<file path="src/rtl/vend_pkg.sv">
// Shared types and constants for the vending-machine sequencer.
// Coin codes, coin values and the item price table live here.
package vend_pkg;

   typedef enum logic [1:0] {
      ST_IDLE     = 2'd0,
      ST_CREDIT   = 2'd1,
      ST_DISPENSE = 2'd2,
      ST_CHANGE   = 2'd3
   } vend_state_t;

   localparam logic [1:0] COIN_5   = 2'b00;
   localparam logic [1:0] COIN_10  = 2'b01;
   localparam logic [1:0] COIN_25  = 2'b10;
   localparam logic [1:0] COIN_BAD = 2'b11;

   // Value in cents indexed by coin code; the invalid code is worth nothing.
   localparam int COIN_VAL [4] = '{5, 10, 25, 0};

   // Price in cents indexed by item number.
   localparam int PRICE [4] = '{25, 35, 50, 65};

endpackage

</file>
<file path="src/rtl/vend_change_sel.sv">
// Greedy change-coin picker: largest coin (25, 10, 5) not exceeding the credit.
// Purely combinational; credit is always a multiple of 5.
module vend_change_sel
   import vend_pkg::*;
#(
   parameter int CREDIT_W = 8
) (
   input  logic [CREDIT_W-1:0] credit,
   output logic [1:0]          chg_coin
);

   always_comb begin
      chg_coin = COIN_5;
      if (credit >= CREDIT_W'(COIN_VAL[COIN_25])) begin
         chg_coin = COIN_25;
      end else if (credit >= CREDIT_W'(COIN_VAL[COIN_10])) begin
         chg_coin = COIN_10;
      end
   end

endmodule

</file>
<file path="src/rtl/vend_ctrl.sv">
// Vending-machine sequencer: coin credit, item selection, dispense handshake, change return.
// Optional idle auto-refund is built when VEND_TIMEOUT_EN is defined.
module vend_ctrl
  import vend_pkg::*;
#(
  parameter int CREDIT_W    = 8,
  parameter int MAX_CREDIT  = 100,
  parameter int TIMEOUT_CYC = 1024
) (
  input  logic                clk,
  input  logic                rst,
  input  logic                coin_valid,
  input  logic [1:0]          coin_type,
  input  logic                sel_valid,
  input  logic [1:0]          sel_item,
  input  logic                cancel,
  input  logic [3:0]          item_empty,
  input  logic                disp_ack,
  input  logic                chg_ready,
  output logic                disp_req,
  output logic [1:0]          disp_item,
  output logic                chg_valid,
  output logic [1:0]          chg_coin,
  output logic                coin_reject,
  output logic                sel_nack,
  output logic [CREDIT_W-1:0] credit,
  output logic                busy
);

  vend_state_t         state_q, state_d;
  logic [CREDIT_W-1:0] credit_q, credit_d;
  logic [1:0]          disp_item_q, disp_item_d;
  logic [1:0]          chg_coin_q, chg_coin_d;
  logic                disp_req_q, disp_req_d;
  logic                chg_valid_q, chg_valid_d;
  logic                coin_reject_q, coin_reject_d;
  logic                sel_nack_q, sel_nack_d;
  logic                busy_q, busy_d;

  logic [CREDIT_W:0]   coin_sum;
  logic                coin_ok;
  logic [1:0]          greedy_coin;

`ifdef VEND_TIMEOUT_EN
  localparam int TMO_W = $clog2(TIMEOUT_CYC) + 1;
  logic [TMO_W-1:0] tmo_q, tmo_d;
`endif

  // One extra bit so the MAX_CREDIT compare cannot wrap.
  assign coin_sum = {1'b0, credit_q} + (CREDIT_W+1)'(COIN_VAL[coin_type]);
  assign coin_ok  = (coin_type != COIN_BAD) && (coin_sum <= (CREDIT_W+1)'(MAX_CREDIT));

  // Change coin is chosen from the credit that will be visible next cycle.
  vend_change_sel #(
    .CREDIT_W (CREDIT_W)
  ) u_change_sel (
    .credit   (credit_d),
    .chg_coin (greedy_coin)
  );

  always_comb begin
    state_d       = state_q;
    credit_d      = credit_q;
    disp_item_d   = disp_item_q;
    coin_reject_d = 1'b0;
    sel_nack_d    = 1'b0;
`ifdef VEND_TIMEOUT_EN
    tmo_d         = tmo_q;
`endif

    case (state_q)
      ST_IDLE, ST_CREDIT: begin
        if (cancel && (state_q == ST_CREDIT)) begin
          state_d       = ST_CHANGE;
          coin_reject_d = coin_valid;
          sel_nack_d    = sel_valid;
        end else if (coin_valid) begin
          sel_nack_d = sel_valid;
          if (coin_ok) begin
            credit_d = coin_sum[CREDIT_W-1:0];
            state_d  = ST_CREDIT;
          end else begin
            coin_reject_d = 1'b1;
          end
        end else if (sel_valid) begin
          if ((state_q == ST_CREDIT) &&
              (credit_q >= CREDIT_W'(PRICE[sel_item])) &&
              !item_empty[sel_item]) begin
            state_d     = ST_DISPENSE;
            disp_item_d = sel_item;
          end else begin
            sel_nack_d = 1'b1;
          end
        end
      end
      ST_DISPENSE: begin
        coin_reject_d = coin_valid;
        sel_nack_d    = sel_valid;
        if (disp_ack) begin
          credit_d = credit_q - CREDIT_W'(PRICE[disp_item_q]);
          state_d  = (credit_d != '0) ? ST_CHANGE : ST_IDLE;
        end
      end
      ST_CHANGE: begin
        coin_reject_d = coin_valid;
        sel_nack_d    = sel_valid;
        if (chg_valid_q && chg_ready) begin
          credit_d = credit_q - CREDIT_W'(COIN_VAL[chg_coin_q]);
          if (credit_d == '0) begin
            state_d = ST_IDLE;
          end
        end
      end
      default: state_d = ST_IDLE;
    endcase

`ifdef VEND_TIMEOUT_EN
    // A rejected coin is not activity: it neither clears the count nor blocks the refund.
    if (state_q == ST_CREDIT) begin
      if ((coin_valid && coin_ok) || sel_valid) begin
        tmo_d = '0;
      end else if (state_d == ST_CREDIT) begin
        if (tmo_q == TMO_W'(TIMEOUT_CYC - 1)) begin
          state_d = ST_CHANGE;
        end else begin
          tmo_d = tmo_q + TMO_W'(1);
        end
      end
    end else if (state_d == ST_CREDIT) begin
      tmo_d = '0;
    end
`endif
  end

  always_comb begin
    disp_req_d  = (state_d == ST_DISPENSE);
    chg_valid_d = (state_d == ST_CHANGE);
    busy_d      = disp_req_d || chg_valid_d;
    chg_coin_d  = chg_valid_d ? greedy_coin : COIN_5;
  end

  always_ff @(posedge clk) begin
    if (rst) begin
      state_q       <= ST_IDLE;
      credit_q      <= '0;
      disp_item_q   <= '0;
      chg_coin_q    <= '0;
      disp_req_q    <= 1'b0;
      chg_valid_q   <= 1'b0;
      coin_reject_q <= 1'b0;
      sel_nack_q    <= 1'b0;
      busy_q        <= 1'b0;
    end else begin
      state_q       <= state_d;
      credit_q      <= credit_d;
      disp_item_q   <= disp_item_d;
      chg_coin_q    <= chg_coin_d;
      disp_req_q    <= disp_req_d;
      chg_valid_q   <= chg_valid_d;
      coin_reject_q <= coin_reject_d;
      sel_nack_q    <= sel_nack_d;
      busy_q        <= busy_d;
    end
  end

`ifdef VEND_TIMEOUT_EN
  always_ff @(posedge clk) begin
    if (rst) begin
      tmo_q <= '0;
    end else begin
      tmo_q <= tmo_d;
    end
  end
`endif

  assign disp_req    = disp_req_q;
  assign disp_item   = disp_item_q;
  assign chg_valid   = chg_valid_q;
  assign chg_coin    = chg_coin_q;
  assign coin_reject = coin_reject_q;
  assign sel_nack    = sel_nack_q;
  assign credit      = credit_q;
  assign busy        = busy_q;

endmodule

</file>
<file path="config.mk">
export PLATFORM = sky130hd
export DESIGN_NAME = vend_ctrl
export DESIGN_NICKNAME = d
export VERILOG_FILES = /design/src/rtl/vend_pkg.sv /design/src/rtl/vend_change_sel.sv /design/src/rtl/vend_ctrl.sv
export SDC_FILE = /design/constraint.sdc
export NUM_CORES = 1
export LEC_CHECK = 0
export ABC_AREA = 1
export ABC_CLOCK_PERIOD_IN_PS = 5890
export CAP_MARGIN = 5
export CELL_PAD_IN_SITES_DETAIL_PLACEMENT = 1
export CELL_PAD_IN_SITES_GLOBAL_PLACEMENT = 2
export CORE_MARGIN = 3
export CORE_UTILIZATION = 32
export CTS_BUF_LIST = sky130_fd_sc_hd__clkbuf_16
export DETAILED_ROUTE_END_ITERATION = 10
export GPL_ROUTABILITY_DRIVEN = 0
export PLACE_DENSITY = 0.91
export SYNTH_ARGS = -nofsm -noshare
export SYNTH_HDL_FRONTEND = slang
export SYNTH_SLANG_ARGS = --single-unit
</file>
<file path="constraint.sdc">
create_clock -name clk -period 5.89 [get_ports clk]
set_input_delay 1.178 -clock clk [delete_from_list [all_inputs] [get_ports clk]]
set_output_delay 1.178 -clock clk [all_outputs]
set_load 0.1 [all_outputs]
</file>
### Sequential cells colored by netlist name, run 1

(3 px per um)
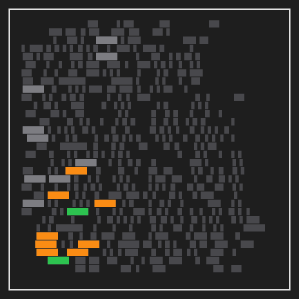
[`chg_coin`] green | placed flops: 2
[`credit`] orange | placed flops: 8 | where: south-west
not colored: 9
fraction of area in registers: 13.1%
core occupancy in the finished layout: 39.8%

### Wires at chosen ports, followed through buffers, run 1

(4 px per um)
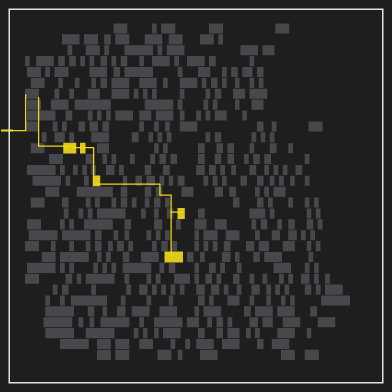
[`coin_valid`] yellow | bits: 1 | direction: input | edge: west | end cells: 5 | buffers: 1 | wire: 89.3 um
port buffer count: 31
number of placed I/O pins: 32

==> results.py, run 1 <==
# Synthesis and PnR figures
metrics = {
    "setup_path": {
        "critical_path_data_arrival_time_ps": 4110,
        "cp-end-kind": "flip-flop",
        "path_max_fanout": 11,
        "worst-endpoint-required_ps": 6090,
        "regToRegStartpoint": "credit[0]$_SDFF_PP0_",
        "worst-r2r-setup-slack_ps": 2950,
    },
    "timing": {
        "fin_tns_setup_ps": 0,
        "fmax_mhz": 256,
        "post_route_clock_skew_ps": 1.81,
        "report.final.slew_viol_count": 0,
        "hold_ws_ps": 534,
        "finalCritPeriodShare_pct": 66.4,
        "grt_setup_unrepaired": "no",
        "final-hold-violation-count": 0,
    },
    "finish": {
        "layout.cells.most_common_list": "sky130_fd_sc_hd__nand2_1, sky130_fd_sc_hd__inv_1, sky130_fd_sc_hd__nor2_1",
        "mi_logic_area_um2": 1740,
        "final_nets": 472,
        "areaGrowthSynthToFinish_pct": 19.7,
        "diodes": 0,
        "post_route_cells_drive_above_1_share_pct": 5.50,
        "filler_cell_count": 994,
        "layout_top_cell": "sky130_fd_sc_hd__nand2_1",
    },
    "floorplan": {
        "floorplan.initialDensity_pct": 33.2,
        "die_y_um": 93.0,
        "core_area_um2": 7290,
        "fp.dieW_um": 93.0,
        "num_rows": 31,
    },
    "drt": {
        "drt-initial-drc-count": 110,
        "final_antenna_net_count": 0,
        "post_drt_via_cell_ratio": 4.92,
        "drtPass1Iterations": 4,
        "detail_route.wirelength_um": 7780,
        "drcViolationCount": 0,
    },
    "global_routing": {
        "grtUsageMet3_pct": 1.05,
        "grt_pass1_wl_um": 13000,
        "grt_antenna_before_repair": 0,
        "groute.layer.met1.usage_pct": 25.9,
        "via_count_of_the_first_global_routing_pass": 2572,
        "grt_overflow_total": 0,
    },
    "synth": {
        "ys_top_cells_by_count": "sky130_fd_sc_hd__nand2_1, sky130_fd_sc_hd__inv_1, sky130_fd_sc_hd__nor2_1, sky130_fd_sc_hd__ha_1, sky130_fd_sc_hd__a21oi_1",
        "synthTopCellsByArea": "sky130_fd_sc_hd__ha_1, sky130_fd_sc_hd__dfxtp_1, sky130_fd_sc_hd__nand2_1",
        "yosys_register_bits": 19,
        "synthCells": 390,
        "synthesized_nets": 443,
        "yosys_area_um2": 2420,
        "yosysTopAreaCellShare_pct": 18.1,
        "syn_area_per_cell_um2": 6.21,
        "synthDistinctLibCells": 35,
        "postSynthSeqShare_pct": 15.7,
        "yosys.area.top_type": "sky130_fd_sc_hd__ha_1",
        "synth.yosys.warnings": 0,
        "cell_with_the_most_instances_after_synthesis": "sky130_fd_sc_hd__nand2_1",
        "syn-cell-area_um2": 2420,
    },
    "clock_network": {
        "numCtsBuffers": 3,
        "holdBufCountCts": 0,
        "ctsLongestPathBuffers": 2,
        "cts.reportedPaths.clkPinSlew_ps": 60,
        "cts_htree_levels": 1,
        "cts_tree": "yes",
        "post_cts_sizing": 0,
        "cts_num_sinks": 19,
        "clk-insertion-delay-late_ps": 260,
    },
    "worst_hold_path": {
        "hold_path.class": "reg2reg",
        "hold_path_startpoint": "disp_item[1]$_SDFFE_PP0P_",
    },
    "job": {
        "log.warning_count": 35,
        "max-cap-violations": 0,
    },
    "pwr": {
        "post-layout-total-power_uw": 771,
        "vdd_ir_drop_max_uv": 204,
        "power.density_nw_per_um2": 266,
        "intPower_uw": 379,
        "leakagePower_nw": 1.48,
        "swShare_pct": 50.8,
        "seq_power_share_pct": 23.1,
    },
    "run_status": {
        "outcome": "completed",
    },
    "placed_design": {
        "detailedPlacementHpwl_um": 6530,
    },
}
### Metal layers overlaid, run 1

(4 px per um)
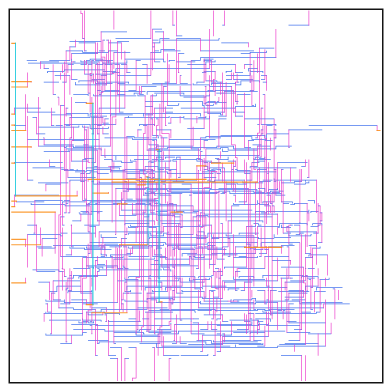
[metal 2] magenta | wire length: 3630 um
[metal 1] blue | wire length: 3830 um
[metal 4] cyan | wire length: 144 um
[metal 3] orange | wire length: 177 um
post-detailed-route wirelength per cell: 15.0 um
Vias: 2543

## run 1: cells by family after synthesis
| kind of cell | after synthesis | share of synthesized area (%) |
|---|---|---|
| compound gates | 61 | 14.1 |
| xor+xnor | 11 | 3.98 |
| fa+ha+maj | 38 | 20.5 |
| buf+inv | 77 | 12.5 |
| flops | 19 | 15.7 |
| simple gates | 184 | 33.1 |
## run 1: power groups by stage
stage	Sequential [mW]	Clock, mW	Combinational, mW
2_1_floorplan	0.247	0	0.258
3_3_place_gp	0.181	0	0.441
3_5_place_dp	0.180	0	0.449
4_1_cts	0.178	0.148	0.452
5_1_grt	0.180	0.154	0.501
6_report	0.178	0.145	0.448
## run 1: per-layer routing
layer | share of wire (%) | vias to the layer above
met2 | 47 | 41
met4 | 1.8 | 0
li1 | - | 1304
met5 | 0 | -
met3 | 2.3 | 9
met1 | 49 | 1189
## run 1: worst max path at each step
stage / start / to / slack (ps) / depth (start not counted)
floorplan: chg_coin[0]$_SDFF_PP0_ / chg_coin[0]$_SDFF_PP0_ / 2700 / 15
global placement: coin_type[0] / chg_coin[0]$_SDFF_PP0_ / 1780 / 17
detailed placement: coin_type[0] / chg_coin[0]$_SDFF_PP0_ / 1680 / 17
CTS: coin_type[0] / chg_coin[1]$_SDFF_PP0_ / 1960 / 19
global route: coin_type[0] / chg_coin[0]$_SDFF_PP0_ / 1590 / 19
finish: coin_type[0] / chg_coin[0]$_SDFF_PP0_ / 1980 / 17
## run 1: critical path: stages
cell and delay (ps):
sky130_fd_sc_hd__clkdlybuf4s50_1 510, sky130_fd_sc_hd__inv_1 100, sky130_fd_sc_hd__ha_1 260, sky130_fd_sc_hd__fa_1 430, sky130_fd_sc_hd__nand2_1 100, sky130_fd_sc_hd__nand2_2 80, sky130_fd_sc_hd__nand2_1 70, sky130_fd_sc_hd__nand2_1 50
sky130_fd_sc_hd__nand2_1 90, sky130_fd_sc_hd__nand3_1 110, sky130_fd_sc_hd__nand3_2 120, sky130_fd_sc_hd__nand4_2 270, sky130_fd_sc_hd__o21ai_2 300, sky130_fd_sc_hd__nand3_1 100, sky130_fd_sc_hd__nor2_1 160, sky130_fd_sc_hd__nand3_1 100
sky130_fd_sc_hd__nor2_1 80
## run 1: flip-flops by register name, indices dropped and copies added, names as in the netlist
signal,count
chg_coin,2
disp_item,2
busy,1
credit,8
chg_valid,1
state_q,2
coin_reject,1
disp_req,1
sel_nack,1
## run 1: metrics by stage
step / std cells / area, um^2
floorplan: 390 / 2420
finish: 517 / 2900
CTS: 517 / 2900
global route: 517 / 2900
global placement: 513 / 2820
detailed placement: 513 / 2820
## run 1: cell type report
type / count / share of cell area [%]
Multi-Input combinational cell: 294 / 60.0
Sequential cell: 19 / 13.1
Timing Repair Buffer: 31 / 10.7
Inverter: 70 / 9.06
Tap cell: 99 / 4.27
Clock buffer: 3 / 2.59
Clock inverter: 1 / 0.259
==> run 2: changes to the inputs <==
--- a/config.mk
+++ b/config.mk
@@ -6,16 +6,16 @@
 export NUM_CORES = 1
 export LEC_CHECK = 0
 export ABC_AREA = 1
-export ABC_CLOCK_PERIOD_IN_PS = 5890
+export ABC_CLOCK_PERIOD_IN_PS = 3600
 export CAP_MARGIN = 5
 export CELL_PAD_IN_SITES_DETAIL_PLACEMENT = 1
 export CELL_PAD_IN_SITES_GLOBAL_PLACEMENT = 2
 export CORE_MARGIN = 3
-export CORE_UTILIZATION = 32
+export CORE_UTILIZATION = 27
 export CTS_BUF_LIST = sky130_fd_sc_hd__clkbuf_16
 export DETAILED_ROUTE_END_ITERATION = 10
 export GPL_ROUTABILITY_DRIVEN = 0
-export PLACE_DENSITY = 0.91
+export PLACE_DENSITY = 0.82
 export SYNTH_ARGS = -nofsm -noshare
 export SYNTH_HDL_FRONTEND = slang
 export SYNTH_SLANG_ARGS = --single-unit
==> constraint.sdc (replaced) <==
create_clock -name clk -period 3.6 [get_ports clk]
set_input_delay 0.72 -clock clk [delete_from_list [all_inputs] [get_ports clk]]
set_output_delay 0.72 -clock clk [all_outputs]
set_load 0.1 [all_outputs]
### Metal layers overlaid, run 2

(4 px per um)
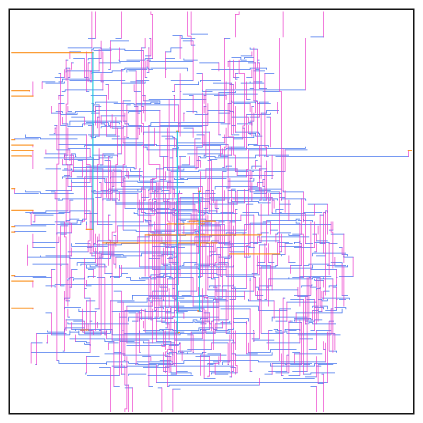
[metal 3] orange | wire length: 156 um
[metal 2] magenta | wire length: 3970 um
[metal 4] cyan | wire length: 124 um
[metal 1] blue | wire length: 4060 um
Vias: 2611
aggregate routed wire length: 8310 um

### Sequential cells colored by netlist name, run 2

(3 px per um)
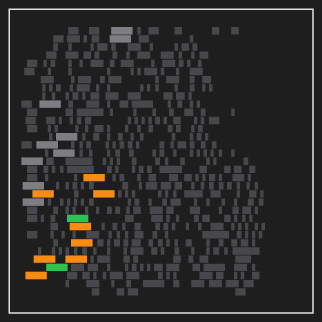
[`chg_coin`] green | placed flops: 2
[`credit`] orange | placed flops: 8 | where: south-west
not colored: 9
fraction of area in registers: 12.3%
Sequential Power: 287 uW
combined flip-flop and latch cell area: 380 um^2
core occupancy in the finished layout: 36.5%

### Ports around the boundary, run 2

(3 px per um) Pins as bars across the die edge, other pins in gray.
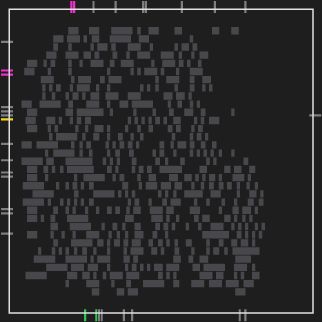
[`coin_valid`] yellow | pins: 1 | direction: input | edge: west
[`chg_coin`] green | pins: 2 | direction: output | edge: south
[`item_empty`] magenta | pins: 4 | direction: input | edge: 2 north, 2 west
floorplan die width: 101 um
die boundary height: 101 um

==> run 2 against run 1 <==
Compared with the run above: synthesized cell count did not move; die area grew 17%; worst setup slack lost 1800 ps; clock skew about the same; critical path depth grew 2; non-clock buffer count is 16 higher; clock-buffer cell count unchanged; hold slack worse by 20 ps; global-route usage decreased by 2.3 points; sequential power increased by 61%; clock power rose by about 60%; first-iteration DRC count is 22% higher; largest cell class unchanged.
==> results.py, run 2 <==
# Synthesis and PnR figures
metrics = {
    "run_status": {
        "outcome": "completed",
    },
    "clock_network": {
        "cts_tree": "yes",
        "cts_num_sinks": 19,
        "ctsLongestPathBuffers": 2,
        "cts_htree_levels": 1,
        "numCtsBuffers": 3,
        "holdBufCountCts": 0,
        "clk-insertion-delay-late_ps": 250,
        "cts.reportedPaths.clkPinSlew_ps": 60,
    },
    "worst_hold_path": {
        "hold_path.class": "reg2reg",
        "timing.hold.worst_path_depth": 2,
        "hold_path_startpoint": "disp_item[1]$_SDFFE_PP0P_",
        "endpoint_worst_hold": "disp_item[1]$_SDFFE_PP0P_",
    },
    "synth": {
        "synth-main-ff-cell": "sky130_fd_sc_hd__dfxtp_1",
        "ys_top_cells_by_count": "sky130_fd_sc_hd__nand2_1, sky130_fd_sc_hd__inv_1, sky130_fd_sc_hd__nor2_1, sky130_fd_sc_hd__ha_1, sky130_fd_sc_hd__a21oi_1",
        "synthDistinctLibCells": 35,
        "yosysTopAreaCellShare_pct": 18.1,
        "yosysCellCount": 390,
        "yosys_register_bits": 19,
        "syn_area_per_cell_um2": 6.21,
        "async_reset_ff_share_pct": 0,
        "postSynthSeqShare_pct": 15.7,
        "synthesized_nets": 443,
        "yosys.area.top_type": "sky130_fd_sc_hd__ha_1",
        "syn-cell-area_um2": 2420,
        "synthCells": 390,
        "yosys_area_um2": 2420,
        "cell_with_the_most_instances_after_synthesis": "sky130_fd_sc_hd__nand2_1",
        "synthTopCellsByArea": "sky130_fd_sc_hd__ha_1, sky130_fd_sc_hd__dfxtp_1, sky130_fd_sc_hd__nand2_1",
        "synth.yosys.warnings": 0,
    },
    "finish": {
        "diodes": 0,
        "filler_cell_count": 1102,
        "mi_logic_area_um2": 1820,
        "post_route_cells_drive_above_1_share_pct": 12.6,
        "layout.cells.most_common_list": "sky130_fd_sc_hd__nand2_1, sky130_fd_sc_hd__inv_1, sky130_fd_sc_hd__nor2_1",
        "largest_register_ffs": 8,
        "areaGrowthSynthToFinish_pct": 27.6,
        "finalInstanceArea_um2": 3090,
        "final_nets": 489,
        "layout_top_cell": "sky130_fd_sc_hd__nand2_1",
    },
    "drt": {
        "drtPass1Iterations": 4,
        "post_drt_wl_per_cell_um": 15.4,
        "final_antenna_net_count": 0,
        "drcViolationCount": 0,
        "drt-initial-drc-count": 134,
        "post_drt_via_cell_ratio": 4.84,
    },
    "floorplan": {
        "floorplan.initialDensity_pct": 28.6,
        "io_pins": 32,
        "core_area_um2": 8460,
        "num_rows": 33,
    },
    "setup_path": {
        "critical_path.max_stage_delay_ps": 530,
        "cp_num_buf_inv": 4,
        "regToRegStartpoint": "credit[0]$_SDFF_PP0_",
        "crit_family": "simple AND/OR/NAND/NOR gates",
        "worst-r2r-setup-slack_ps": 630,
        "most_frequent_cell_on_the_critical_path": "sky130_fd_sc_hd__nand2_1",
        "worst-endpoint-required_ps": 3790,
        "crit_chain": "clkdlybuf4s50_1 -> inv_1 -> ha_1 -> ha_4 -> nand2_1 -> nor2_1 -> nand2_1 -> nand3_1 -> nand2_1 -> nor2_4 -> nand3_2 -> buf_4 -> a21oi_1 -> nand2_1 -> nand4_1 -> nand2_1 -> inv_1 -> nand3_1 -> nor2_1",
        "critPathLaunchType": "primary input",
        "path_max_fanout": 4,
        "critical_path_data_arrival_time_ps": 3600,
        "timing.reg2reg.worst_path_depth": 15,
        "slowest_stage": "sky130_fd_sc_hd__clkdlybuf4s50_1",
        "cp-end-kind": "flip-flop",
    },
    "timing": {
        "final-hold-violation-count": 0,
        "fmax_mhz": 293,
        "timing.final.setup_violations": 0,
        "post_route_clock_skew_ps": 2.13,
        "report.final.slew_viol_count": 0,
        "finalCriticalPeriod_ps": 3410,
        "fin_tns_setup_ps": 0,
        "hold_ws_ps": 514,
        "finalCritPeriodShare_pct": 94.7,
    },
    "global_routing": {
        "via_count_of_the_first_global_routing_pass": 2670,
        "grt_antenna_before_repair": 0,
        "grt_pass1_wl_um": 13400,
        "grt_overflow_total": 0,
    },
    "placed_design": {
        "detailedPlacementHpwl_um": 6800,
        "place.port_buffers": 31,
        "detailed_place.area_um2": 2900,
    },
    "pwr": {
        "post-layout-total-power_mw": 1.32,
        "power.density_nw_per_um2": 426,
        "vdd_ir_drop_max_uv": 299,
        "leakagePower_nw": 1.57,
    },
    "job": {
        "log.warning_count": 35,
        "max-cap-violations": 0,
    },
}
==> run 2: worst max-delay path by stage <==
stage                      startpoint                     end  cells after the start
2_1_floorplan  chg_coin[0]$_SDFF_PP0_  chg_coin[0]$_SDFF_PP0_                     15
3_3_place_gp             coin_type[0]  chg_coin[0]$_SDFF_PP0_                     17
3_5_place_dp             coin_type[0]  chg_coin[1]$_SDFF_PP0_                     19
4_1_cts                  coin_type[0]  chg_coin[1]$_SDFF_PP0_                     19
5_1_grt                  coin_type[0]  chg_coin[0]$_SDFF_PP0_                     19
6_report                 coin_type[0]  chg_coin[0]$_SDFF_PP0_                     19
==> run 2: area by class of cell <==
type                    instances  area share (%)
repair buffers                 47            13.4
multi-input cells             295            58.9
well taps                     105            4.25
inverters                      70            8.50
clock inverters                 1           0.243
flip-flops and latches         19            12.3
clock buffers                   3            2.43
==> run 2: worst reg2reg max path, cell delays in order (launching register included) <==
cell and delay (ps):
sky130_fd_sc_hd__dfxtp_1 380, sky130_fd_sc_hd__inv_1 220, sky130_fd_sc_hd__ha_1 190, sky130_fd_sc_hd__inv_1 70, sky130_fd_sc_hd__fa_1 410, sky130_fd_sc_hd__nand3_1 90
sky130_fd_sc_hd__nand2_1 60, sky130_fd_sc_hd__or2_2 270, sky130_fd_sc_hd__a21oi_1 220, sky130_fd_sc_hd__nand4_1 190, sky130_fd_sc_hd__o21ai_0 240, sky130_fd_sc_hd__nand4_1 220
sky130_fd_sc_hd__nand2_1 150, sky130_fd_sc_hd__inv_1 60, sky130_fd_sc_hd__nand3_1 70, sky130_fd_sc_hd__nor2_1 40
==> run 2: power by group <==
part	leakage, nW	switching [mW]	internal (mW)	total (mW)
Clock	0.0371	0.0817	0.150	0.232
Sequential	0.156	0.0530	0.234	0.287
Combinational	1.38	0.530	0.270	0.800
==> run 2: cells by family (layout without fill, tap and decap cells) <==
logic type / Yosys count / after routing / synth area share (%)
xor gates and xnor gates: 11 / 11 / 3.98
buffers and inverters: 77 / 121 / 12.5
adders and majority gates: 38 / 38 / 20.5
and+or+nand+nor: 184 / 185 / 33.1
AOI/OAI and AO/OA: 61 / 61 / 14.1
DFF: 19 / 19 / 15.7
==> run 2: per-layer routing <==
| metal | up-vias | GRT usage, % | routed length (um) |
|---|---|---|---|
| met2 | 32 | 28.1 | 3970 |
| met5 | - | 0 | 0 |
| li1 | 1337 | - | - |
| met3 | 6 | 0.623 | 155 |
| met1 | 1236 | 22.8 | 4060 |
| met4 | 0 | 4.46 | 124 |
==> run 2: per-stage QoR <==
| stage | utilization [%] | std cells | setup WS [ps] |
|---|---|---|---|
| 6_report | 36.5 | 540 | 190 |
| 3_3_place_gp | 34.2 | 531 | -33.5 |
| 2_1_floorplan | - | 390 | 413 |
| 5_1_grt | 36.5 | 540 | -53.2 |
| 3_5_place_dp | 34.2 | 531 | -108 |
| 4_1_cts | 35.2 | 535 | 141 |
==> run 2: what timing repair did <==
action | CTS | global route
setup endpoints to repair | 0 | 2
gates resized | 0 | 11
setup buffers | 0 | 4
==> run 3: changes to the inputs <==
--- a/config.mk
+++ b/config.mk
@@ -12,7 +12,6 @@
 export CELL_PAD_IN_SITES_GLOBAL_PLACEMENT = 2
 export CORE_MARGIN = 3
 export CORE_UTILIZATION = 27
-export CTS_BUF_LIST = sky130_fd_sc_hd__clkbuf_16
 export DETAILED_ROUTE_END_ITERATION = 10
 export GPL_ROUTABILITY_DRIVEN = 0
 export PLACE_DENSITY = 0.82
### Metal layers overlaid, run 3

(4 px per um)
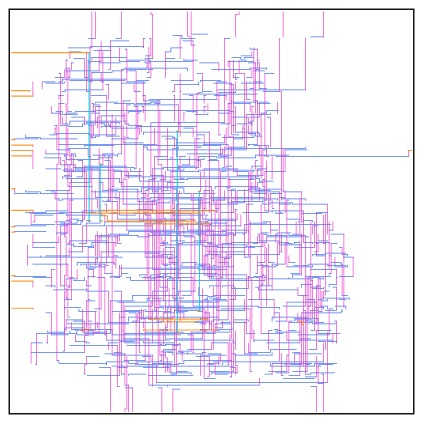
[metal 3] orange | wire length: 211 um
[metal 1] blue | wire length: 4040 um
[metal 2] magenta | wire length: 3830 um
[metal 4] cyan | wire length: 137 um
global router's overall resource usage: 16.4%
aggregate routed wire length: 8210 um
Vias: 2604
post-detailed-route wirelength per cell: 15.3 um

### Ports around the boundary, run 3

(3 px per um) Pins as bars across the die edge, other pins in gray.
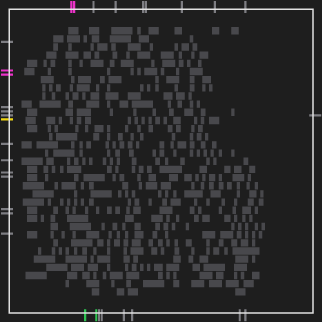
[`coin_valid`] yellow | pins: 1 | direction: input | edge: west
[`chg_coin`] green | pins: 2 | direction: output | edge: south
[`item_empty`] magenta | pins: 4 | direction: input | edge: 2 north, 2 west
all pins by edge: 14 west, 9 north, 8 south, 1 east

### Wires at chosen ports, followed through buffers, run 3

(4 px per um)
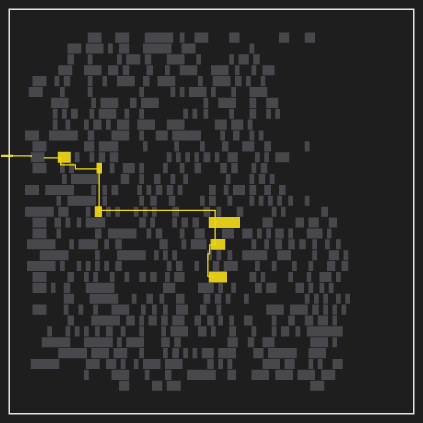
[`coin_valid`] yellow | bits: 1 | direction: input | edge: west | end cells: 6 | buffers: 1 | wire: 81.9 um

==> run 3 against run 2 <==
Compared with the run above: synthesized cell count is the same; final area shrank 2.3%; clock-buffer cell count is the same; sequential cell count is the same; clock power shrank 34%.
==> results.py, run 3 <==
# Synthesis and PnR figures
metrics = {
    "run_status": {
        "outcome": "completed",
    },
    "placed_design": {
        "place.port_buffers": 31,
        "detailed_place.area_um2": 2900,
        "preCtsSetupSlack_ps": -108,
        "detailedPlacementHpwl_um": 6800,
    },
    "clock_network": {
        "clk-insertion-delay-late_ps": 260,
        "numCtsBuffers": 3,
        "ctsLongestPathBuffers": 2,
        "cts_htree_levels": 1,
        "cts_tree": "yes",
        "cts.reportedPaths.clkPinSlew_ps": 80,
        "cts_root_buf": "sky130_fd_sc_hd__clkbuf_8",
        "cts_num_sinks": 19,
    },
    "finish": {
        "filler_cell_count": 1110,
        "areaGrowthSynthToFinish_pct": 24.6,
        "layout.cells.most_common_list": "sky130_fd_sc_hd__nand2_1, sky130_fd_sc_hd__inv_1, sky130_fd_sc_hd__nor2_1",
        "mi_logic_area_um2": 1800,
        "diodes": 0,
        "layout_top_cell": "sky130_fd_sc_hd__nand2_1",
        "finalInstanceArea_um2": 3020,
        "final_nets": 487,
        "largest_register_ffs": 8,
        "combined_flip_flop_and_latch_cell_area_um2": 380,
        "post_route_cells_drive_above_1_share_pct": 11.3,
    },
    "synth": {
        "yosys.area.top_type": "sky130_fd_sc_hd__ha_1",
        "yosys_area_um2": 2420,
        "synthesized_nets": 443,
        "yosys_register_bits": 19,
        "postSynthSeqShare_pct": 15.7,
        "cell_with_the_most_instances_after_synthesis": "sky130_fd_sc_hd__nand2_1",
        "ys_top_cells_by_count": "sky130_fd_sc_hd__nand2_1, sky130_fd_sc_hd__inv_1, sky130_fd_sc_hd__nor2_1, sky130_fd_sc_hd__ha_1, sky130_fd_sc_hd__a21oi_1",
        "synthCells": 390,
        "syn_area_per_cell_um2": 6.21,
        "count_of_flip_flops_with_a_built_in_enable_after_synthesis": 0,
        "synth-main-ff-cell": "sky130_fd_sc_hd__dfxtp_1",
        "synthDistinctLibCells": 35,
        "syn-cell-area_um2": 2420,
        "yosysTopAreaCellShare_pct": 18.1,
        "yosysCellCount": 390,
        "synthTopCellsByArea": "sky130_fd_sc_hd__ha_1, sky130_fd_sc_hd__dfxtp_1, sky130_fd_sc_hd__nand2_1",
        "async_reset_ff_share_pct": 0,
        "synth.yosys.warnings": 0,
    },
    "setup_path": {
        "critical_path.max_stage_delay_ps": 520,
        "crit_chain": "clkdlybuf4s50_1 -> inv_1 -> ha_1 -> ha_1 -> nand2_1 -> nand3_1 -> nand2_1 -> nand2_1 -> nand2_1 -> nand2_1 -> nor2_4 -> nand3_2 -> buf_4 -> a21oi_1 -> nand2_1 -> nand4_1 -> nand2_1 -> inv_1 -> nand3_1 -> nor2_1",
        "most_frequent_cell_on_the_critical_path": "sky130_fd_sc_hd__nand2_1",
        "cp_num_buf_inv": 4,
        "critPathLaunchType": "primary input",
        "slowest_stage": "sky130_fd_sc_hd__clkdlybuf4s50_1",
        "worst-endpoint-required_ps": 3800,
        "path_max_fanout": 5,
        "crit_family": "simple AND/OR/NAND/NOR gates",
        "timing_worst_setup_path_type": "in2reg",
        "cp-end-kind": "flip-flop",
        "critical_path_data_arrival_time_ps": 3590,
    },
    "floorplan": {
        "io_pins": 32,
        "die-area_um2": 10100,
        "fp.dieW_um": 101,
        "core_area_um2": 8460,
        "floorplan.initialDensity_pct": 28.6,
        "die_y_um": 101,
        "num_rows": 33,
    },
    "drt": {
        "post_drt_via_cell_ratio": 4.84,
        "drt-initial-drc-count": 84,
        "drtPass1Iterations": 4,
        "drcViolationCount": 0,
        "final_antenna_net_count": 0,
    },
    "timing": {
        "final-hold-violation-count": 0,
        "fin_tns_setup_ps": 0,
        "post_route_clock_skew_ps": 3.34,
        "report.final.slew_viol_count": 0,
        "maxSlewHeadroom_pct": 34.9,
        "fmax_mhz": 295,
        "final.setup.worst_slack_ps": 212,
        "finalCritPeriodShare_pct": 94.1,
        "hold_ws_ps": 518,
        "finalCriticalPeriod_ps": 3390,
        "timing.final.setup_violations": 0,
        "timing_worst_slew_pin_value_ps": 973,
    },
    "global_routing": {
        "grt_overflow_total": 0,
        "grt_antenna_before_repair": 0,
        "grt_max_degree": 14,
        "grt_pass1_wl_um": 13300,
        "via_count_of_the_first_global_routing_pass": 2659,
    },
    "pwr": {
        "power.density_nw_per_um2": 406,
        "post-layout-total-power_mw": 1.23,
        "vdd_ir_drop_max_uv": 265,
        "leakagePower_nw": 1.55,
    },
    "job": {
        "max-cap-violations": 0,
        "log.warning_count": 35,
    },
    "worst_hold_path": {
        "hold_path.class": "reg2reg",
    },
}
## run 3: layout make-up
class	count	share of cell area, %
Clock buffer	3	1.37
Multi-Input combinational cell	295	59.6
Clock inverter	1	0.249
Sequential cell	19	12.6
Timing Repair Buffer	45	13.2
Tap cell	105	4.35
Inverter	70	8.70
## run 3: cell families after synthesis
logic type	after synthesis	share of synthesized area, %
xor gates and xnor gates	11	3.98
buffers and inverters	77	12.5
AOI/OAI and AO/OA	61	14.1
adders and majority gates	38	20.5
DFF	19	15.7
and+or+nand+nor	184	33.1
## run 3: worst reg2reg max path: stages, from the launching register on
cell and delay [ps]:
sky130_fd_sc_hd__dfxtp_1 380, sky130_fd_sc_hd__inv_1 220, sky130_fd_sc_hd__ha_1 190, sky130_fd_sc_hd__inv_1 70
sky130_fd_sc_hd__fa_1 410, sky130_fd_sc_hd__nand3_1 90, sky130_fd_sc_hd__nand2_1 70, sky130_fd_sc_hd__or2_2 270
sky130_fd_sc_hd__a21oi_1 210, sky130_fd_sc_hd__nand4_1 190, sky130_fd_sc_hd__o21ai_0 240, sky130_fd_sc_hd__nand4_1 210
sky130_fd_sc_hd__nand2_1 140, sky130_fd_sc_hd__inv_1 60, sky130_fd_sc_hd__nand3_1 80, sky130_fd_sc_hd__nor2_1 40
## run 3: layer usage
layer	vias up	track usage [%]	wire [um]
li1	1333	-	-
met1	1222	22.8	4040
met2	41	27.7	3830
met3	8	0.623	210
met4	0	4.46	136
met5	-	0	0
## run 3: stage by stage
| stage | cells | util [%] |
|---|---|---|
| 2_1_floorplan | 390 | - |
| 6_report | 538 | 35.7 |
| 3_3_place_gp | 531 | 34.2 |
| 3_5_place_dp | 531 | 34.2 |
| 4_1_cts | 535 | 34.8 |
| 5_1_grt | 538 | 35.7 |
## run 3: repair_timing
| action | 4_1_cts | 5_1_grt |
|---|---|---|
| setup buffers | 0 | 2 |
| endpoints found under the hold margin | 0 | 0 |
| resized | 0 | 7 |
| hold buffers | 0 | 0 |
| setup endpoints to repair | 0 | 2 |
## run 3: path summary, 6_finish.rpt
path | start | to | slack, ps | cells after the start
hold / removal | disp_item[1]$_SDFFE_PP0P_ | disp_item[1]$_SDFFE_PP0P_ | 520 | 2
setup / recovery | coin_type[0] | chg_coin[0]$_SDFF_PP0_ | 210 | 20
setup reg to reg | credit[0]$_SDFF_PP0_ | chg_coin[0]$_SDFF_PP0_ | 630 | 15
hold reg to reg | disp_item[1]$_SDFFE_PP0P_ | disp_item[1]$_SDFFE_PP0P_ | 520 | 2
## run 3: report_power, final
group	switching (mW)	internal (mW)	leakage, nW
clock network	0.0747	0.0780	0.0217
logic	0.525	0.263	1.37
registers	0.0515	0.233	0.156
total	0.652	0.575	1.55
Power and IR drop assume default switching activity.
